**config.mk**
```make
export PLATFORM = sky130hd
export DESIGN_NAME = kp_note_ctrl
export DESIGN_NICKNAME = d
export VERILOG_FILES = /design/src/rtl/kp_pkg.sv /design/src/rtl/kp_midi_parser.sv /design/src/rtl/kp_note_ctrl.sv
export SDC_FILE = /design/constraint.sdc
export NUM_CORES = 1
export LEC_CHECK = 0
export ABC_AREA = 1
export CAP_MARGIN = 20
export CORE_MARGIN = 5
export CORE_UTILIZATION = 37
export DETAILED_ROUTE_END_ITERATION = 10
export DONT_BUFFER_PORTS = 1
export GPL_TIMING_DRIVEN = 0
export SLEW_MARGIN = 20
export SYNTH_ARGS = -nofsm -noshare
export SYNTH_HDL_FRONTEND = slang
export SYNTH_SLANG_ARGS = --single-unit
```
**constraint.sdc**
```tcl
create_clock -name a_clk -period 2.9 [get_ports a_clk]
set_clock_uncertainty 0.2 [all_clocks]
set_input_delay 0.58 -clock a_clk [delete_from_list [all_inputs] [get_ports a_clk]]
set_output_delay 0.58 -clock a_clk [all_outputs]
set_load 0.01 [all_outputs]
```
**src/rtl/kp_pkg.sv**
```systemverilog
// Shared constants, MIDI event type and note-to-delay tuning table for the
// Karplus-Strong note controller.
package kp_pkg;

  localparam logic [6:0]  NOTE_MIN    = 7'd21;
  localparam logic [6:0]  NOTE_MAX    = 7'd108;

  localparam logic [3:0]  ST_NOTE_OFF = 4'h8;
  localparam logic [3:0]  ST_NOTE_ON  = 4'h9;
  localparam logic [7:0]  RT_FIRST    = 8'hF8;

  localparam logic [15:0] LFSR_TAPS   = 16'hB400;

  typedef struct packed {
    logic [6:0] note;
    logic [6:0] velocity;
    logic       is_on;
  } note_event_t;

  // round(96000 / (440 * 2^((n-69)/12))), out-of-range notes clamp to the piano range
  function automatic logic [14:0] note_delay(input logic [6:0] note);
    logic [6:0]  n;
    logic [14:0] d;
    if (note < NOTE_MIN)      n = NOTE_MIN;
    else if (note > NOTE_MAX) n = NOTE_MAX;
    else                      n = note;
    case (n)
      7'd21:  d = 15'd3491; 7'd22:  d = 15'd3295; 7'd23:  d = 15'd3110; 7'd24:  d = 15'd2935;
      7'd25:  d = 15'd2771; 7'd26:  d = 15'd2615; 7'd27:  d = 15'd2468; 7'd28:  d = 15'd2330;
      7'd29:  d = 15'd2199; 7'd30:  d = 15'd2076; 7'd31:  d = 15'd1959; 7'd32:  d = 15'd1849;
      7'd33:  d = 15'd1745; 7'd34:  d = 15'd1647; 7'd35:  d = 15'd1555; 7'd36:  d = 15'd1468;
      7'd37:  d = 15'd1385; 7'd38:  d = 15'd1308; 7'd39:  d = 15'd1234; 7'd40:  d = 15'd1165;
      7'd41:  d = 15'd1100; 7'd42:  d = 15'd1038; 7'd43:  d = 15'd980;  7'd44:  d = 15'd925;
      7'd45:  d = 15'd873;  7'd46:  d = 15'd824;  7'd47:  d = 15'd778;  7'd48:  d = 15'd734;
      7'd49:  d = 15'd693;  7'd50:  d = 15'd654;  7'd51:  d = 15'd617;  7'd52:  d = 15'd582;
      7'd53:  d = 15'd550;  7'd54:  d = 15'd519;  7'd55:  d = 15'd490;  7'd56:  d = 15'd462;
      7'd57:  d = 15'd436;  7'd58:  d = 15'd412;  7'd59:  d = 15'd389;  7'd60:  d = 15'd367;
      7'd61:  d = 15'd346;  7'd62:  d = 15'd327;  7'd63:  d = 15'd309;  7'd64:  d = 15'd291;
      7'd65:  d = 15'd275;  7'd66:  d = 15'd259;  7'd67:  d = 15'd245;  7'd68:  d = 15'd231;
      7'd69:  d = 15'd218;  7'd70:  d = 15'd206;  7'd71:  d = 15'd194;  7'd72:  d = 15'd183;
      7'd73:  d = 15'd173;  7'd74:  d = 15'd163;  7'd75:  d = 15'd154;  7'd76:  d = 15'd146;
      7'd77:  d = 15'd137;  7'd78:  d = 15'd130;  7'd79:  d = 15'd122;  7'd80:  d = 15'd116;
      7'd81:  d = 15'd109;  7'd82:  d = 15'd103;  7'd83:  d = 15'd97;   7'd84:  d = 15'd92;
      7'd85:  d = 15'd87;   7'd86:  d = 15'd82;   7'd87:  d = 15'd77;   7'd88:  d = 15'd73;
      7'd89:  d = 15'd69;   7'd90:  d = 15'd65;   7'd91:  d = 15'd61;   7'd92:  d = 15'd58;
      7'd93:  d = 15'd55;   7'd94:  d = 15'd51;   7'd95:  d = 15'd49;   7'd96:  d = 15'd46;
      7'd97:  d = 15'd43;   7'd98:  d = 15'd41;   7'd99:  d = 15'd39;   7'd100: d = 15'd36;
      7'd101: d = 15'd34;   7'd102: d = 15'd32;   7'd103: d = 15'd31;   7'd104: d = 15'd29;
      7'd105: d = 15'd27;   7'd106: d = 15'd26;   7'd107: d = 15'd24;   7'd108: d = 15'd23;
      default: d = 15'd23;
    endcase
    return d;
  endfunction

endpackage

```
**src/rtl/kp_midi_parser.sv**
```systemverilog
// MIDI note-on/note-off parser with running status; emits a one-cycle event
// in the same cycle the final data byte is accepted.
module kp_midi_parser
  import kp_pkg::*;
(
  input  logic        a_clk,
  input  logic        reset_n,
  input  logic [7:0]  midi_data,
  input  logic        byte_fire,
  input  logic [3:0]  channel,
  input  logic        omni,
  output logic        ev_valid,
  output note_event_t ev
);

  typedef enum logic [1:0] {WAIT_STATUS, DATA1, DATA2} parse_state_t;

  parse_state_t state;
  logic         rs_valid;
  logic         rs_is_on;
  logic [6:0]   note_q;

  logic is_status;
  logic is_realtime;
  logic is_note_status;

  // NOTE: every always_comb output gets a value on every path, so no latch is inferred.
  always_comb begin
    is_status      = midi_data[7];
    is_realtime    = (midi_data >= RT_FIRST);
    is_note_status = ((midi_data[7:4] == ST_NOTE_OFF) || (midi_data[7:4] == ST_NOTE_ON))
                     && (omni || (midi_data[3:0] == channel));
  end

  // Combinational so the strike engine can register the note on the accepting edge
  assign ev_valid    = byte_fire && !midi_data[7] && (state == DATA2);
  assign ev.note     = note_q;
  assign ev.velocity = midi_data[6:0];
  assign ev.is_on    = rs_is_on && (midi_data[6:0] != 7'd0);

  // NOTE: sequential state uses non-blocking assignments so all registers update together.
  always_ff @(posedge a_clk) begin
    if (!reset_n) begin
      state    <= WAIT_STATUS;
      rs_valid <= 1'b0;
      rs_is_on <= 1'b0;
      note_q   <= '0;
    end else if (byte_fire) begin
      if (is_status) begin
        if (!is_realtime) begin
          if (is_note_status) begin
            rs_valid <= 1'b1;
            rs_is_on <= (midi_data[7:4] == ST_NOTE_ON);
            state    <= DATA1;
          end else begin
            rs_valid <= 1'b0;
            state    <= WAIT_STATUS;
          end
        end
      end else begin
        case (state)
          WAIT_STATUS: begin
            if (rs_valid) begin
              note_q <= midi_data[6:0];
              state  <= DATA2;
            end
          end
          DATA1: begin
            note_q <= midi_data[6:0];
            state  <= DATA2;
          end
          DATA2:   state <= WAIT_STATUS;
          default: state <= WAIT_STATUS;
        endcase
      end
    end
  end

endmodule

```
**src/rtl/kp_note_ctrl.sv**
```systemverilog
// Note controller: turns parsed MIDI notes into timed active-low strikes with
// delay-line tuning, plus a free-running excitation noise source.
module kp_note_ctrl
  import kp_pkg::*;
#(
  parameter int          TRIG_HOLD = 8,
  parameter int          TRIG_GAP  = 8,
  parameter logic [15:0] LFSR_SEED = 16'hACE1
)(
  input  logic               a_clk,
  input  logic               reset_n,
  input  logic [7:0]         midi_data,
  input  logic               midi_valid,
  output logic               midi_ready,
  input  logic [3:0]         channel,
  input  logic               omni,
  output logic               trig,
  output logic [6:0]         velocity,
  output logic [14:0]        delay_length,
  output logic signed [15:0] dnoise,
  output logic               note_active,
  output logic [6:0]         cur_note
);

  typedef enum logic [1:0] {IDLE, HOLD, GAP} eng_state_t;

  localparam logic [15:0] HOLD_LOAD = 16'(TRIG_HOLD - 1);
  localparam logic [15:0] GAP_LOAD  = 16'(TRIG_GAP - 1);

  eng_state_t  eng_state;
  logic [15:0] cnt;
  logic        pend_valid;
  note_event_t pend;
  logic [15:0] lfsr_q;
  logic [15:0] lfsr_next;

  logic        byte_fire;
  logic        ev_valid;
  note_event_t ev;
  logic        ev_on;
  logic        ev_off;
  logic        gap_done;
  logic        strike_now;
  note_event_t strike_ev;

  assign byte_fire  = midi_valid && midi_ready;
  assign midi_ready = !(pend_valid && (eng_state == HOLD));
  assign dnoise     = lfsr_q;

  kp_midi_parser u_parser (
    .a_clk     (a_clk),
    .reset_n   (reset_n),
    .midi_data (midi_data),
    .byte_fire (byte_fire),
    .channel   (channel),
    .omni      (omni),
    .ev_valid  (ev_valid),
    .ev        (ev)
  );

  // A fresh note-on beats the pending slot: it would have overwritten it anyway
  always_comb begin
    ev_on      = ev_valid && ev.is_on;
    ev_off     = ev_valid && !ev.is_on;
    gap_done   = (eng_state == GAP) && (cnt == '0);
    strike_now = 1'b0;
    strike_ev  = ev;
    if (ev_on && ((eng_state == IDLE) || gap_done)) begin
      strike_now = 1'b1;
    end else if (pend_valid && gap_done) begin
      strike_now = 1'b1;
      strike_ev  = pend;
    end
  end

  always_comb begin
    lfsr_next = {1'b0, lfsr_q[15:1]} ^ (lfsr_q[0] ? LFSR_TAPS : 16'h0000);
    if (lfsr_next == 16'h0000) lfsr_next = 16'h0001;
  end

  always_ff @(posedge a_clk) begin
    if (!reset_n) begin
      eng_state    <= IDLE;
      cnt          <= '0;
      pend_valid   <= 1'b0;
      pend         <= '0;
      trig         <= 1'b1;
      velocity     <= '0;
      delay_length <= '0;
      note_active  <= 1'b0;
      cur_note     <= '0;
      lfsr_q       <= LFSR_SEED;
    end else begin
      lfsr_q <= lfsr_next;

      case (eng_state)
        HOLD: begin
          if (cnt == '0) begin
            eng_state <= GAP;
            trig      <= 1'b1;
            cnt       <= GAP_LOAD;
          end else begin
            cnt <= cnt - 16'd1;
          end
        end
        GAP: begin
          if (cnt == '0) eng_state <= IDLE;
          else           cnt       <= cnt - 16'd1;
        end
        default: ;
      endcase

      if (ev_on && !strike_now) begin
        pend_valid <= 1'b1;
        pend       <= ev;
      end

      if (ev_off && (ev.note == cur_note)) note_active <= 1'b0;

      // Strike last so it overrides the engine step and any same-cycle note-off
      if (strike_now) begin
        eng_state    <= HOLD;
        cnt          <= HOLD_LOAD;
        trig         <= 1'b0;
        velocity     <= strike_ev.velocity;
        cur_note     <= strike_ev.note;
        delay_length <= note_delay(strike_ev.note);
        note_active  <= 1'b1;
        pend_valid   <= 1'b0;
      end
    end
  end

endmodule

```
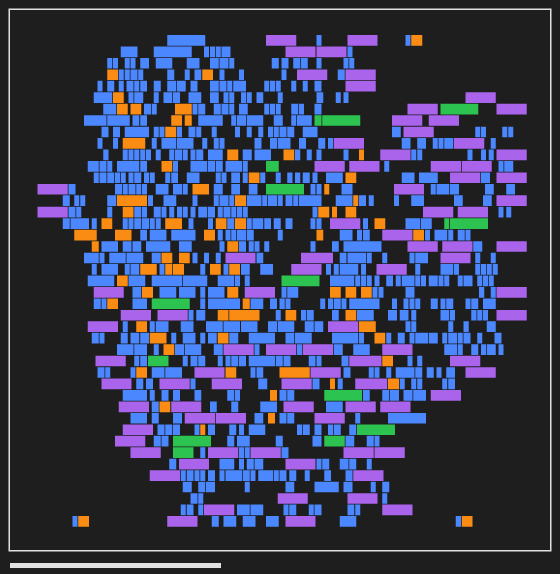
(run_1/cell_classes.png)
Scale bar: 50 µm.
[flip-flops] purple | cells: 88
[other buffers and delay cells] orange | cells: 75
[all other logic] blue | cells: 650
[clock drivers and dummy loads] green | cells: 15

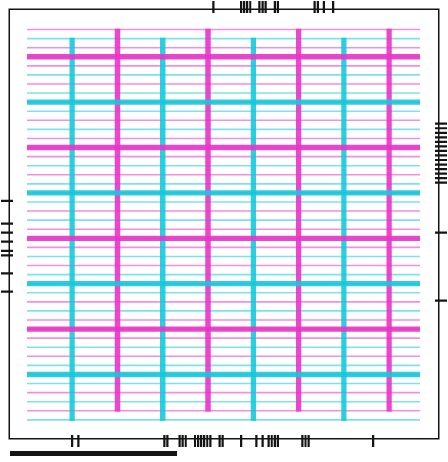
(run_1/pdn.png)
Scale bar: 50 µm. Pins as bars on the die edge.
[VSS] cyan
[VDD] magenta
signal pins: 64
rows: 43
met4 straps: 8

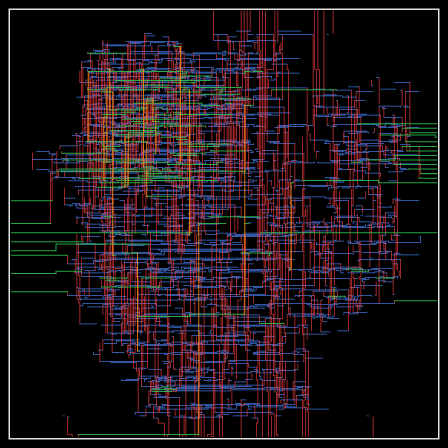
(run_1/metal_stack.png)
[met4] orange | wire length: 486 µm
[met2] red | wire length: 7,820 µm
[met1] blue | wire length: 7,110 µm
[met3] green | wire length: 1,430 µm

==> flow_summary.json, run 1 <==
{
  "seq_area_share_pct": 26.7,
  "grt_use_met2_pct": 33.0,
  "cts_made_buffers": 9,
  "p_switching_w": 0.00123,
  "ys_seq_share_pct": 34.1,
  "setup_violations": 12,
  "die_width_um": 128,
  "buf_share_pct": 9.11,
  "drt-wirelength-per-cell_um": 16.7,
  "met3_usage_pct": 6.58,
  "wl_met1_um": 7110,
  "netlist_area_um2": 5170,
  "crit_start": "cnt[0]$_SDFFE_PN0P_",
  "coreArea_um2": 13800,
  "grt_pass1_wl_um": 26600,
  "outcome": "complete, but fails checks",
  "synth.area.top_cells": "dfxtp_1 (34%), nand2_1 (13%), inv_1 (5.9%)",
  "nNetsFinal": 852,
  "top_layer": "met4",
  "utilization_pct": 48.0,
  "synthToLayoutAreaGrowth_pct": 27.7,
  "area_dominant_class": "combinational gates",
  "violations": "setup timing",
  "fin_total_pwr_w": 0.00358,
  "rsz0062_at_grt": "true",
  "io-pin-count": 64,
  "hold_path_class": "primary input to register",
  "required_ns": 2.91,
  "clockPowerShare_pct": 31.4,
  "ys_sh_simple_pct": 33.0,
  "place_congestion": 0.956,
  "cts-root-buf": "clkbuf_16",
  "yosys-stat-area_um2": 5170,
  "cts_tree": "yes",
  "hold_viol": 0,
  "drive_above_1_share_pct": 27.3,
  "critPathKind": "register to register",
  "ys_ff": 88,
  "tap_cells": 180,
  "layout_setup_ws_ns": -0.453,
  "use_met1_pct": 25.6,
  "ant_nets": 0,
  "syn_avg_cell_area_um2": 6.80,
  "path_buffers": 5,
  "powerSeq_w": 0.00136,
  "hpwl_um": 11700,
  "cts-resized-gates": 88,
  "power.group.top": "registers",
  "rr_startpoint": "cnt[0]$_SDFFE_PN0P_",
  "whs_endpoint": "u_parser.note_q[6]$_SDFFE_PN0P_",
  "power_combinational_w": 0.00110,
  "async_reset_ff_share_pct": 0,
  "top_cell_area_share_pct": 34.1,
  "finalNonFillerCells": 1008,
  "clock_path_buffers": 2,
  "yosys_most_used_dff": "dfxtp_1"
}
## Run 2: what changed since run 1
SLEW_MARGIN = 10   (was 20)
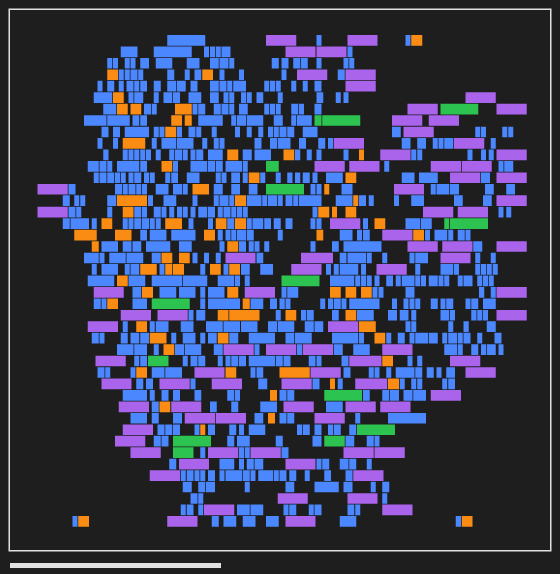
(run_2/cell_classes.png)
Scale bar: 50 µm.
[flip-flops] purple | cells: 88
[other buffers and delay cells] orange | cells: 75
[clock drivers and dummy loads] green | cells: 15
[all other logic] blue | cells: 650

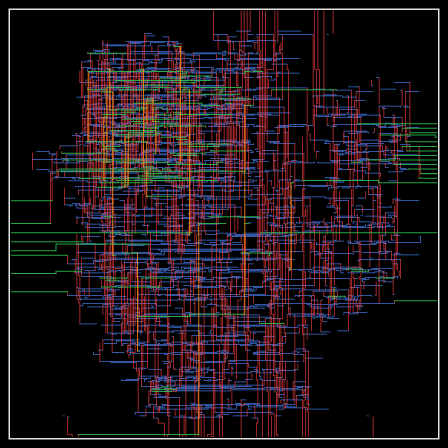
(run_2/metal_stack.png)
[met3] green | wire length: 1,430 µm
[met4] orange | wire length: 486 µm
[met1] blue | wire length: 7,110 µm
[met2] red | wire length: 7,820 µm

==> run 2 against run 1 <==
Fmax unchanged. Utilization unchanged. Worst setup slack unchanged. Synthesized cell count unchanged. Via count unchanged. The flow still finishes with violations (setup timing). Worst hold slack unchanged. First-iteration DRC count unchanged.
==> flow_summary.json, run 2 <==
{
  "top_layer": "met4",
  "whs_endpoint": "u_parser.note_q[6]$_SDFFE_PN0P_",
  "hpwl_um": 11700,
  "non_clock_inverter_count": 93,
  "clock_latency_ns": 0.35,
  "rsz0062_at_grt": "true",
  "place_congestion": 0.956,
  "cts-root-buf": "clkbuf_16",
  "p_switching_w": 0.00123,
  "ant_nets": 0,
  "cts_made_buffers": 9,
  "clockNetworkAreaShare_pct": 4.30,
  "cts_tree": "yes",
  "async_reset_ff_share_pct": 0,
  "grt_pass1_wl_um": 26600,
  "path_buffers": 5,
  "grt_use_met2_pct": 33.0,
  "drive_above_1_share_pct": 27.3,
  "finalNonFillerCells": 1008,
  "seq_area_share_pct": 26.7,
  "grt_usage_pct": 20.6,
  "required_ns": 2.91,
  "seqPwrFrac_pct": 38.0,
  "yosys-stat-area_um2": 5170,
  "area_dominant_class": "combinational gates",
  "start_kind": "register",
  "ys_ff": 88,
  "mux_area_share_pct": 0,
  "cts-resized-gates": 88,
  "tool_warnings": 38,
  "ys_cells": 761,
  "ys_seq_share_pct": 34.1,
  "tap_cells": 180,
  "crit_start": "cnt[0]$_SDFFE_PN0P_",
  "rr_startpoint": "cnt[0]$_SDFFE_PN0P_",
  "synth.area.top_cells": "dfxtp_1 (34%), nand2_1 (13%), inv_1 (5.9%)",
  "layout_setup_ws_ns": -0.453,
  "yosys_most_used_dff": "dfxtp_1",
  "use_met1_pct": 25.6,
  "leakage_nw": 2.86,
  "power_combinational_w": 0.00110,
  "io-pin-count": 64,
  "drt-wirelength-per-cell_um": 16.7,
  "buf_share_pct": 9.11,
  "clock_path_buffers": 2,
  "drv_slew": 0,
  "hold_viol": 0,
  "die_width_um": 128,
  "nNetsFinal": 852,
  "critPathKind": "register to register",
  "hold_path_class": "primary input to register",
  "utilization_pct": 48.0,
  "path_depth": 27,
  "setup_violations": 12,
  "adder_share_pct": 2.90,
  "cts.hold.buffers_added": 0,
  "met3_usage_pct": 6.58,
  "stdcell_area_um2": 6610,
  "top_cell_area_share_pct": 34.1,
  "cts.sinks": 88,
  "outcome": "complete, but fails checks",
  "synthToLayoutAreaGrowth_pct": 27.7,
  "violations": "setup timing",
  "powerSeq_w": 0.00136,
  "ys_sh_simple_pct": 33.0,
  "syn_avg_cell_area_um2": 6.80,
  "clockPowerShare_pct": 31.4,
  "coreArea_um2": 13800,
  "netlist_area_um2": 5170
}
## Run 3: what changed since run 2
CORE_UTILIZATION = 42   (was 37)
SYNTH_HIERARCHICAL = 1   (was unset)
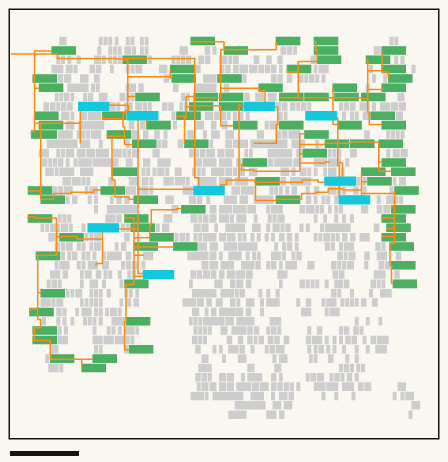
(run_3/clock_map.png)
Scale bar: 20 µm.
[flip-flops] green | count: 88
[clock wires] orange | length: 1,130 µm
[cells driving clock nets] cyan | count: 9
routed clock nets: 10

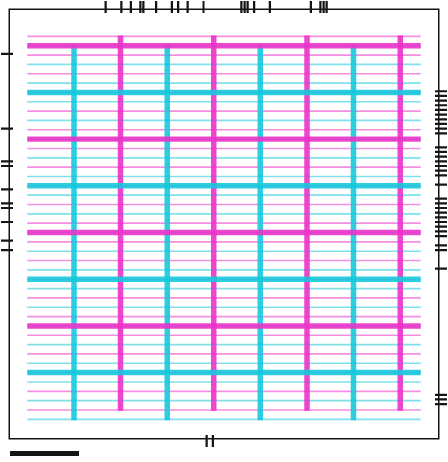
(run_3/pdn.png)
Scale bar: 20 µm. Pins as bars on the die edge.
[VSS] cyan
[VDD] magenta
met1 rails: 42
signal pins: 64
met5 straps: 8

==> run 3 against run 2 <==
The run still ends with setup timing left. Utilization increased by 5.6 points. Critical endpoint is now delay_length[4]$_SDFFE_PN0N_. Worst setup slack lost 0.15 ns. Sequential share of layout area decreased by 0.94 points. Largest power group unchanged. Die area is 5.5% lower.
==> flow_summary.json, run 3 <==
{
  "pg_clk_w": 0.00121,
  "setup_violations": 12,
  "utilization_pct": 53.6,
  "seq_area_share_pct": 25.8,
  "netlist_area_um2": 5520,
  "met3_usage_pct": 5.62,
  "area_dominant_class": "combinational gates",
  "mux_area_share_pct": 0.181,
  "io-pin-count": 64,
  "ys_sh_simple_pct": 37.5,
  "top_cell_area_share_pct": 31.9,
  "power_combinational_w": 0.000876,
  "clockNetworkAreaShare_pct": 4.52,
  "syn_avg_cell_area_um2": 6.51,
  "hold_path_class": "primary input to register",
  "ys_seq_share_pct": 31.9,
  "cts.sinks": 88,
  "rr_startpoint": "eng_state[1]$_SDFFE_PP0P_",
  "cts_made_buffers": 9,
  "layout_setup_ws_ns": -0.598,
  "coreArea_um2": 12800,
  "hpwl_um": 13400,
  "leakage_nw": 3.08,
  "use_met1_pct": 31.4,
  "non_clock_inverter_count": 114,
  "required_ns": 2.97,
  "violations": "setup timing",
  "powerSeq_w": 0.00133,
  "ant_nets": 0,
  "top_layer": "met4",
  "place_congestion": 0.938,
  "clock_latency_ns": 0.34,
  "cts.hold.buffers_added": 0,
  "stdcell_area_um2": 6840,
  "drive_above_1_share_pct": 23.4,
  "clock_path_buffers": 2,
  "clockPowerShare_pct": 35.5,
  "hold_viol": 0,
  "yosys_most_used_dff": "dfxtp_1",
  "async_reset_ff_share_pct": 0,
  "cts-resized-gates": 64,
  "path_depth": 25,
  "outcome": "complete, but fails checks",
  "start_kind": "register",
  "fmax_mhz": 286,
  "worst_hold_slack_ns": 0.169,
  "grt_use_met2_pct": 38.6,
  "nNetsFinal": 932,
  "buf_share_pct": 8.54,
  "cts-root-buf": "clkbuf_16",
  "place_area_um2": 5880,
  "logic_family": "simple AND/OR/NAND/NOR gates",
  "seqPwrFrac_pct": 38.9,
  "adder_share_pct": 2.72,
  "grt_usage_pct": 23.6,
  "synthToLayoutAreaGrowth_pct": 23.9,
  "die_width_um": 125,
  "critPathKind": "register to register",
  "tap_cells": 172,
  "ys_cells": 848,
  "path_buffers": 4,
  "ys_ff": 88,
  "finalNonFillerCells": 1081,
  "cts_tree": "yes",
  "cpMaxStageDelayCell": "dfxtp_2",
  "grt_pass1_wl_um": 30200,
  "drv_slew": 0,
  "crit_start": "eng_state[1]$_SDFFE_PP0P_",
  "common_cells": "nand2_1 (210), inv_1 (102), dfxtp_1 (88), nor2_1 (88), nand3_1 (78)",
  "dp_cells": 1023,
  "synth.distinct_cells": 47,
  "synth.area.top_cells": "dfxtp_1 (32%), nand2_1 (14%), nand3_1 (7.1%)",
  "seq_area_um2": 1760
}
No activity file was given, so power comes from the tool's default toggle rates.
